## config.mk

```make
export PLATFORM = sky130hd
export DESIGN_NAME = spi_master_byte
export DESIGN_NICKNAME = d
export VERILOG_FILES = /design/src/rtl/spi_master_byte.sv
export SDC_FILE = /design/constraint.sdc
export NUM_CORES = 1
export LEC_CHECK = 0
export ABC_AREA = 0
export ABC_CLOCK_PERIOD_IN_PS = 2650
export CORE_ASPECT_RATIO = 1.1
export CORE_MARGIN = 5
export CORE_UTILIZATION = 47
export CTS_BUF_LIST = sky130_fd_sc_hd__clkbuf_4 sky130_fd_sc_hd__clkbuf_8
export CTS_CLUSTER_SIZE = 24
export DETAILED_ROUTE_END_ITERATION = 6
export MAX_ROUTING_LAYER = met4
export PLACE_DENSITY = 0.67
export SLEW_MARGIN = 40
export SYNTH_ARGS = -nofsm -noshare
export SYNTH_HDL_FRONTEND = slang
export SYNTH_SLANG_ARGS = --single-unit
```

## constraint.sdc

```tcl
create_clock -name CLK -period 2.65 [get_ports CLK]
set_input_delay 0.53 -clock CLK [delete_from_list [all_inputs] [get_ports CLK]]
set_output_delay 0.53 -clock CLK [all_outputs]
set_load 0.01 [all_outputs]
```

## src/rtl/spi_master_byte.sv

```systemverilog
// SPI mode-0 master byte engine: streams valid/ready bytes onto MOSI, returns MISO bytes as
// one-cycle pulses, and keeps NSS low across a burst until the byte tagged TX_LAST completes.
module spi_master_byte #(
  parameter int unsigned CLK_DIV = 4
) (
  input  logic       CLK,
  input  logic       RESET_N,
  input  logic [7:0] TX_DATA,
  input  logic       TX_VALID,
  input  logic       TX_LAST,
  output logic       TX_READY,
  output logic [7:0] RX_DATA,
  output logic       RX_VALID,
  output logic       BUSY,
  output logic       SPI_SCLK,
  output logic       SPI_NSS,
  output logic       SPI_MOSI,
  input  logic       SPI_MISO
);

  localparam int unsigned DW = 8;
  localparam int unsigned CW = 8;
  localparam int unsigned HW = 4;
  localparam logic [CW-1:0] HALF_M1   = CW'(CLK_DIV - 1);
  localparam logic [CW-1:0] LEAD2_M1  = CW'(CLK_DIV);
  localparam logic [HW-1:0] HALF_FALL8 = HW'(14);
  localparam logic [HW-1:0] HALF_END   = HW'(15);

  typedef enum logic [2:0] {
    S_IDLE, S_LEAD, S_LEAD2, S_SHIFT, S_WAIT, S_TRAIL, S_GAP
  } state_e;

  state_e        state_q, state_d;
  logic [CW-1:0] cnt_q, cnt_d;
  logic [HW-1:0] half_q, half_d;
  logic          last_q, last_d;
  logic [DW-1:0] sr_q, sr_d;
  logic          sclk_q, sclk_d;
  logic          nss_q, nss_d;
  logic          mosi_q, mosi_d;
  logic          tx_ready_q, tx_ready_d;
  logic [DW-1:0] rx_data_q, rx_data_d;
  logic          rx_valid_q, rx_valid_d;
  logic          busy_q, busy_d;

  logic accept_c;
  logic rise_c;
  logic fall_c;
  logic done_c;

  assign accept_c = TX_VALID & tx_ready_q;

  // State and datapath registers
  always_ff @(posedge CLK) begin
    if (!RESET_N) begin
      state_q    <= S_IDLE;
      cnt_q      <= '0;
      half_q     <= '0;
      last_q     <= 1'b0;
      sr_q       <= '0;
      sclk_q     <= 1'b0;
      nss_q      <= 1'b1;
      mosi_q     <= 1'b0;
      tx_ready_q <= 1'b0;
      rx_data_q  <= '0;
      rx_valid_q <= 1'b0;
      busy_q     <= 1'b0;
    end else begin
      state_q    <= state_d;
      cnt_q      <= cnt_d;
      half_q     <= half_d;
      last_q     <= last_d;
      sr_q       <= sr_d;
      sclk_q     <= sclk_d;
      nss_q      <= nss_d;
      mosi_q     <= mosi_d;
      tx_ready_q <= tx_ready_d;
      rx_data_q  <= rx_data_d;
      rx_valid_q <= rx_valid_d;
      busy_q     <= busy_d;
    end
  end

  // Next state, phase counter and SCLK edge events
  always_comb begin
    state_d = state_q;
    cnt_d   = cnt_q;
    half_d  = half_q;
    last_d  = last_q;
    rise_c  = 1'b0;
    fall_c  = 1'b0;
    done_c  = 1'b0;
    case (state_q)
      S_IDLE: begin
        if (accept_c) begin
          state_d = S_LEAD;
          cnt_d   = HALF_M1;
          last_d  = TX_LAST;
        end
      end
      S_LEAD, S_LEAD2: begin
        if (cnt_q == '0) begin
          state_d = S_SHIFT;
          cnt_d   = HALF_M1;
          half_d  = '0;
          rise_c  = 1'b1;
        end else begin
          cnt_d = cnt_q - CW'(1);
        end
      end
      S_SHIFT: begin
        if (cnt_q != '0) begin
          cnt_d = cnt_q - CW'(1);
        end else if (half_q == HALF_END) begin
          // last SCLK low half-period done; offer the next byte of the burst
          state_d = S_WAIT;
        end else begin
          cnt_d  = HALF_M1;
          half_d = half_q + HW'(1);
          rise_c = half_q[0];
          fall_c = ~half_q[0];
          if (half_q == HALF_FALL8) begin
            done_c = 1'b1;
            if (last_q) begin
              state_d = S_TRAIL;
            end
          end
        end
      end
      S_WAIT: begin
        if (accept_c) begin
          state_d = S_LEAD2;
          cnt_d   = LEAD2_M1;
          last_d  = TX_LAST;
        end
      end
      S_TRAIL: begin
        if (cnt_q == '0) begin
          state_d = S_GAP;
          cnt_d   = HALF_M1;
        end else begin
          cnt_d = cnt_q - CW'(1);
        end
      end
      S_GAP: begin
        if (cnt_q == '0) begin
          state_d = S_IDLE;
        end else begin
          cnt_d = cnt_q - CW'(1);
        end
      end
      default: state_d = S_IDLE;
    endcase
  end

  // Outputs follow the next state so every port comes straight from a flop
  always_comb begin
    sclk_d     = (state_d == S_SHIFT) && !half_d[0];
    nss_d      = (state_d == S_IDLE) || (state_d == S_GAP);
    tx_ready_d = (state_d == S_IDLE) || (state_d == S_WAIT);
    busy_d     = (state_d != S_IDLE);
    rx_valid_d = done_c;
    rx_data_d  = done_c ? sr_q : rx_data_q;
    sr_d       = sr_q;
    mosi_d     = mosi_q;
    if (accept_c) begin
      sr_d   = TX_DATA;
      mosi_d = TX_DATA[DW-1];
    end else if (rise_c) begin
      sr_d = {sr_q[DW-2:0], SPI_MISO};
    end
    if (fall_c && !done_c) begin
      mosi_d = sr_q[DW-1];
    end
  end

  assign TX_READY = tx_ready_q;
  assign RX_DATA  = rx_data_q;
  assign RX_VALID = rx_valid_q;
  assign BUSY     = busy_q;
  assign SPI_SCLK = sclk_q;
  assign SPI_NSS  = nss_q;
  assign SPI_MOSI = mosi_q;

endmodule

```

==> impl_results.html <==
<p>Metrics extracted from the flow reports.</p>
<table>
<tr><th>Metric</th><th>Value</th></tr>
<tr><th colspan="2">Final timing</th></tr>
<tr><td>Final critical-path share of the clock period</td><td>0.906</td></tr>
<tr><td>Post-Route Hold Slack</td><td>0.455 ns</td></tr>
<tr><td>Setup Skew</td><td>a little under 0.007 ns</td></tr>
<tr><td>Slew at the pin closest to its max-slew limit</td><td>0.492 ns</td></tr>
<tr><td>Max-slew headroom</td><td>0.663</td></tr>
<tr><td>Final Max-Slew Violation Tally</td><td>0</td></tr>
<tr><th colspan="2">Floorplanning</th></tr>
<tr><td>Number of tapcells</td><td>52</td></tr>
<tr><td>Area of the chip</td><td>about 5500 um2</td></tr>
<tr><td>Die boundary width</td><td>71.0 um</td></tr>
<tr><th colspan="2">Clock network</th></tr>
<tr><td>Clock edge transition at the registers on the reported setup and hold paths</td><td>~0.080 ns</td></tr>
<tr><td>Post-CTS Repair Setup Buffers</td><td>0</td></tr>
<tr><th colspan="2">Pwr</th></tr>
<tr><td>Switching share of total power</td><td>0.247</td></tr>
<tr><td>Pwr per Cell Area</td><td>603 nW/um2</td></tr>
<tr><td>Overall power after layout</td><td>0.00143 W</td></tr>
<tr><th colspan="2">Cells and area</th></tr>
<tr><td>Post-route cell area</td><td>2370 um2</td></tr>
<tr><td>Number of signal-net inverters in the final layout</td><td>7</td></tr>
<tr><td>Total of fill cells in the finished design</td><td>between 300 and 400</td></tr>
<tr><td>Area occupied by registers</td><td>761 um2</td></tr>
<tr><td>Most numerous logic cells after layout</td><td>dfxtp_1, nand2_1, a21oi_1, clkdlybuf4s50_1, o21ai_0</td></tr>
<tr><td>Total inserted antenna cells</td><td>0</td></tr>
<tr><td>Multi-In Gates</td><td>177</td></tr>
<tr><td>Most instantiated logic cell after routing</td><td>dfxtp_1</td></tr>
<tr><td>Total area of multi-input combinational cells</td><td>between 1000 and 1500 um2</td></tr>
<tr><th colspan="2">Run status</th></tr>
<tr><td>Status</td><td>finished clean</td></tr>
<tr><th colspan="2">Worst setup path</th></tr>
<tr><td>Endpoint type of the worst setup path</td><td>register</td></tr>
<tr><td>Count of buffering cells on the critical path with inverters included</td><td>1</td></tr>
<tr><th colspan="2">Global route</th></tr>
<tr><td>Total grt overflow</td><td>0</td></tr>
<tr><td>Antenna violations before repair</td><td>0</td></tr>
<tr><th colspan="2">Drt</th></tr>
<tr><td>Initial DRC Count</td><td>roughly 93</td></tr>
<tr><td>Detailed-route vias per instance</td><td>5.53</td></tr>
<tr><td>Via count</td><td>1735</td></tr>
<tr><th colspan="2">Yosys</th></tr>
<tr><td>Post-synthesis mux area share</td><td>0.0526</td></tr>
<tr><td>Fraction of registers with async set/reset</td><td>0</td></tr>
<tr><td>Chip area from the yosys synthesis statistics</td><td>about 1900 um2</td></tr>
<tr><td>Total cells reported by yosys after synthesis</td><td>236</td></tr>
<tr><td>Synthesized area</td><td>1930 um2</td></tr>
<tr><td>Fraction of the mapped netlist area in adder cells</td><td>0.0390</td></tr>
<tr><td>Synth Net Count</td><td>255</td></tr>
<tr><td>Synth flops</td><td>38</td></tr>
</table>
-- state kept, by name, indices dropped and copies added, names as in the netlist --
register  count
TX_READY      1
RX_VALID      1
state_q       3
half_q        4
SPI_NSS       1
last_q        1
SPI_MOSI      1
BUSY          1
sr_q          8
RX_DATA       8
SPI_SCLK      1
cnt_q         8
-- routing by layer --
metal	routed length (um)	share of wire	global-route usage	vias up
li1	-	-	-	895
met3	219	0.049	0.0418	8
met1	2090	0.47	0.205	789
met4	78	0.018	0.0677	0
met5	0	0	-	-
met2	2070	0.46	0.274	43
-- worst paths after layout --
path	cells after the start	endpoint
setup / recovery	7	RX_DATA[7]
setup reg to reg	7	RX_DATA[7]
hold / removal	2	RX_DATA[2]
hold reg to reg	2	RX_DATA[2]
Supply network:
Pins as bars on the die edge. Tap cells in grey.
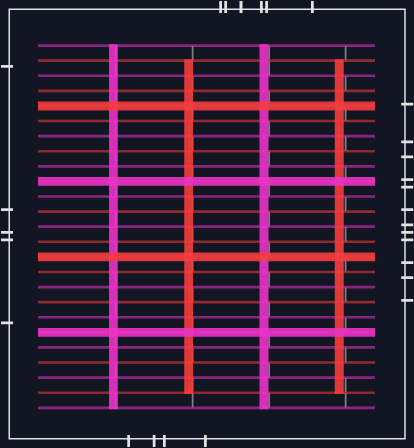
- magenta: VSS
- red: VDD
- rows: 24
- met4 straps: 4
Peak VDD IR: 0.304 mV
core region area: 3960 um2

Clock wires, drivers and flops:
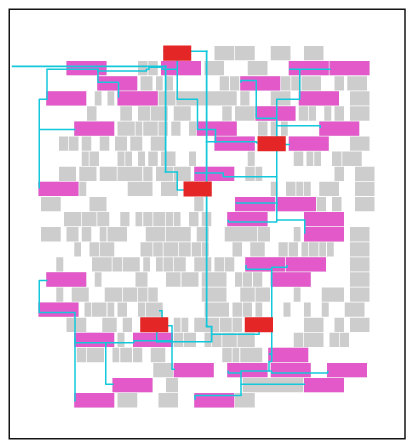
- red: clock drivers (count 5)
- cyan: clock wires (length 485 um)
- magenta: flip-flops (count 38)
- flops lie: all over the die
Clk Latency, worst-skew pair: 0.29 ns
clk pwr: 0.000587 W

Cell classes on the final placement:
Bar = 20 um.
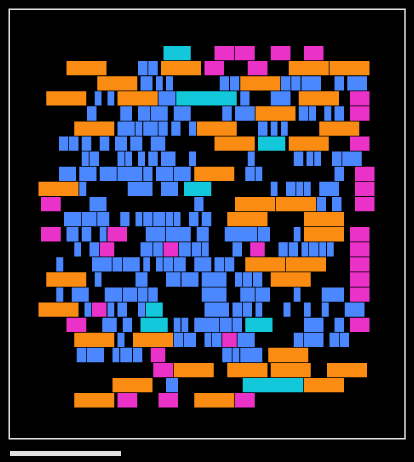
- orange: sequential cells (cells 38; share of their area 33%)
- magenta: remaining buffers and delay cells (cells 32; share of their area 13%)
- blue: combinational and other logic (cells 184; share of their area 48%)
- cyan: clock drivers and dummy loads (cells 8; share of their area 6.0%)
Std-Cell Rows: 24
Final Util: 0.598

Power and IR drop assume default switching activity.
